## src/rtl/fib_pkg.sv

```systemverilog
// fib_pkg: default widths and the Fmax-index helper shared by the Fibonacci generator
package fib_pkg;
  localparam int DEF_DATA_WIDTH = 32;
  localparam int DEF_INDEX_WIDTH = 8;
  function automatic int fib_max_index(input int width);
    logic [65:0] a, b, t;
    int n;
    a = '0;
    b = 66'd1;
    n = 0;
    while (b < (66'd1 << width)) begin
      t = a + b;
      a = b;
      b = t;
      n++;
    end
    return n;
  endfunction
endpackage

```

## src/rtl/fib_step.sv

```systemverilog
// fib_step: combinational next-term adder plus end-of-range flag
module fib_step
  import fib_pkg::*;
#(
  parameter int DATA_WIDTH = DEF_DATA_WIDTH
) (
  input  logic [DATA_WIDTH-1:0] cur,
  input  logic [DATA_WIDTH:0]   nxt,
  output logic [DATA_WIDTH:0]   sum,
  output logic                  ovf
);
  assign sum = {1'b0, cur} + nxt;
  assign ovf = nxt[DATA_WIDTH];
endmodule

```

## src/rtl/fibonacci_generator.sv

```systemverilog
// fibonacci_generator: free-running Fibonacci source; FIB_SATURATE_EN holds at Fmax instead of restarting
module fibonacci_generator
  import fib_pkg::*;
#(
  parameter int DATA_WIDTH  = DEF_DATA_WIDTH,
  parameter int INDEX_WIDTH = DEF_INDEX_WIDTH
) (
  input  logic                   clk,
  input  logic                   reset,
  output logic [DATA_WIDTH-1:0]  out,
  output logic [INDEX_WIDTH-1:0] index,
  output logic                   last
);
  if (DATA_WIDTH < 4 || DATA_WIDTH > 64) begin : g_bad_width
    $error("fibonacci_generator: DATA_WIDTH must be 4..64");
  end
  if (fib_max_index(DATA_WIDTH) > (2 ** INDEX_WIDTH) - 1) begin : g_index_too_narrow
    $error("fibonacci_generator: INDEX_WIDTH too small for DATA_WIDTH");
  end
  logic [DATA_WIDTH-1:0]  cur, cur_d;
  logic [DATA_WIDTH:0]    nxt, nxt_d, sum;
  logic [INDEX_WIDTH-1:0] index_d;
  logic                   end_range;
  fib_step #(.DATA_WIDTH(DATA_WIDTH)) u_step (
    .cur(cur),
    .nxt(nxt),
    .sum(sum),
    .ovf(end_range)
  );
  // next state: advance, or at Fmax either hold or reload F(0)/F(1)
  always_comb begin
`ifdef FIB_SATURATE_EN
    cur_d   = end_range ? cur : nxt[DATA_WIDTH-1:0];
    nxt_d   = end_range ? nxt : sum;
    index_d = end_range ? index : index + INDEX_WIDTH'(1);
`else
    cur_d   = end_range ? '0 : nxt[DATA_WIDTH-1:0];
    nxt_d   = end_range ? (DATA_WIDTH+1)'(1) : sum;
    index_d = end_range ? '0 : index + INDEX_WIDTH'(1);
`endif
  end
  // term registers with asynchronous clear to F(0)
  always_ff @(posedge clk or posedge reset) begin
    if (reset) begin
      cur   <= '0;
      nxt   <= (DATA_WIDTH+1)'(1);
      index <= '0;
    end else begin
      cur   <= cur_d;
      nxt   <= nxt_d;
      index <= index_d;
    end
  end
  assign out  = cur;
  assign last = end_range;
endmodule

```

## config.mk

```make
export PLATFORM = sky130hd
export DESIGN_NAME = fibonacci_generator
export DESIGN_NICKNAME = d
export VERILOG_FILES = /design/src/rtl/fib_pkg.sv /design/src/rtl/fib_step.sv /design/src/rtl/fibonacci_generator.sv
export SDC_FILE = /design/constraint.sdc
export NUM_CORES = 1
export LEC_CHECK = 0
export CAP_MARGIN = 20
export CORE_ASPECT_RATIO = 0.75
export CORE_UTILIZATION = 60
export CTS_BUF_LIST = sky130_fd_sc_hd__clkbuf_8
export CTS_CLUSTER_DIAMETER = 120
export DETAILED_ROUTE_END_ITERATION = 12
export GPL_ROUTABILITY_DRIVEN = 0
export PLACE_DENSITY = 0.84
export SLEW_MARGIN = 20
export SYNTH_ARGS = -nofsm -noshare
export SYNTH_HDL_FRONTEND = slang
export SYNTH_SLANG_ARGS = --single-unit
```

## constraint.sdc

```tcl
create_clock -name clk -period 4.4 [get_ports clk]
set_input_delay 1.1 -clock clk [delete_from_list [all_inputs] [get_ports clk]]
set_output_delay 1.1 -clock clk [all_outputs]
set_load 0.005 [all_outputs]
```

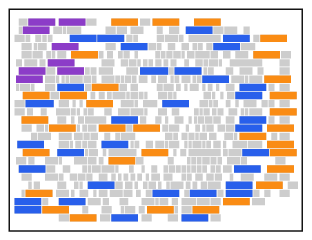
(images/registers.png)
(3 px per micron) Other cells in grey.
Key: purple = index [sequential cells 8, where upper left]; blue = nxt [sequential cells 33, where all over the die]; orange = out [sequential cells 32, where all over the die]
footprint of the flip-flops and latches: 1830 sq um
core utilization of the finished layout: 74.3%

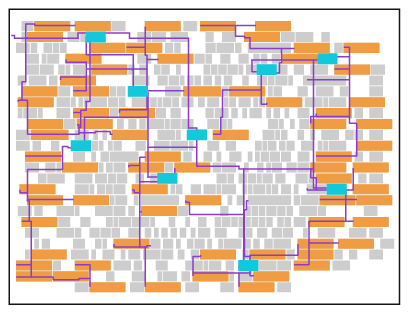
(images/clock_map.png)
(4 px per micron)
Key: purple = clock wires [length 949 microns]; cyan = cells driving clock nets [count 9]; orange = flip-flops [count 73]
Position of the flops: all over the die.

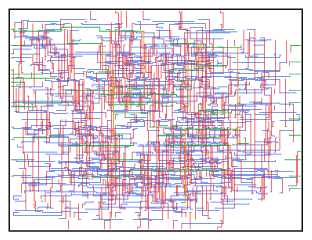
(images/metal_stack.png)
(3 px per micron)
Key: green = met3 [wire length 535 microns]; orange = met4 [wire length 138 microns]; blue = met1 [wire length 4,180 microns]; red = met2 [wire length 3,840 microns]
WL/cell: 16.1 microns
detailed-route via count: 3,216
total routing usage reported by global routing: 26.6%
post-detailed-routing wire length: 8690 microns

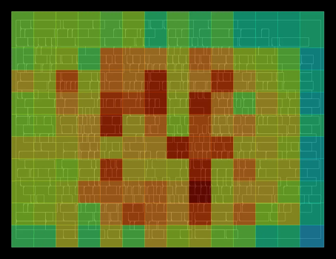
(images/final_congestion.png)
GR peak layer: met2
fraction of met2 tracks used by global routing: 40.0%
met3 global-route usage: 7.52%
global routing usage on met1: 37.6%

==> placed cells by master (no fill, tap or decap), drive strengths merged, types with 4 or more instances in the layout <==
master / count
a31oi: 4
nor2: 53
nand2: 17
a21o: 22
xnor2: 14
nand4: 5
ha: 33
dfrtp: 72
nand3: 12
clkbuf: 10
nor3: 10
o21ai: 20
and3: 6
inv: 7
a21oi: 30
xor2: 14
nor2b: 39
o21a: 5
clkdlybuf4s50: 42
==> critical path, stage by stage, from the launching register on <==
cell and delay [ns]:
dfstp_2 0.54, ha_1 0.16, inv_1 0.06, fa_1 0.37, nor2b_1 0.21, o2111ai_1 0.17
a21oi_1 0.22, o21ai_1 0.13, a2111oi_1 0.65, o2111ai_1 0.22, a21o_1 0.23, a21oi_1 0.12
==> results.yml <==
# generated from flow reports
routing:
  met3RoutedLength_microns: 535
  dr.first_iter.drc_count: 180
  met2WireLength_microns: 3840
  drt-met1-wl_microns: 4180
pwr:
  total_leakage_power_nw: 2.47
  pwr-share-seq_pct: 50.5
  power_sequential_mw: 0.670
  power.switching_fraction_pct: 20.0
  ir_drop_mv: 0.167
floorplanning:
  core_area_sq_um: 6440
  placement_rows: 25
  well_tap_count: 81
  die_w_microns: 97.2
  initCoreUtil_pct: 63.3
  die_area_sq_um: 7130
synth:
  topCombFamilyByArea: "simple AND/OR/NAND/NOR gates"
  synthMostInstantiatedCell: "dfrtp_1"
  ys_dominant_reg_cell: "dfrtp_1"
  mappedNetlistArea_sq_um: 4080
  yosys.stat.chipArea_sq_um: 4080
  synthTopCellsByArea: "dfrtp_1 (44%), ha_1 (10%), nor2b_1 (6.0%)"
  syn_inst: 418
  synth-simple-area-share_pct: 18.7
finish:
  largest_register_ffs: 33
  top_register: "nxt"
  flop-count: 73
  logic_area_sq_um: 2150
  fin_nets: 491
  num-nonclk-buffers: 45
placement:
  place_area_sq_um: 4550
  port_buffers: 42
clock_tree:
  cts_hold_repair.buffers: 0
  htree_num_levels: 3
  clkSlewWorstSetupHoldPaths_ns: 0.08
  tritoncts_clock_tree: "done"
  setup_fix_buffers_added_after_clock_tree_synthesis: 0
  root_buffer: "clkbuf_8"
  cts_inserted_buffers: 9
min_path:
  critical_hold_path_startpoint: "index[0]$_DFF_PP0_"
  holdCritPathClass: "reg2reg"
final_timing:
  slew-limit-headroom_pct: 48.2
  setup_viols_final: 0
  finalWorstSetupSlack_ns: 1.24
  fmax_mhz: 316
  final_min_period_over_clock_period_pct: 71.8
setup_path:
  worst_r2r_path_depth: 11
  crit_end: "nxt[26]$_DFF_PP0_"
  worst-path-max-fanout: 3
outcome:
  run_status: "completed"
run:
  warning_count: 26
global_routing:
  grt_pass1_wl_microns: 14800
Power and IR drop assume default switching activity.
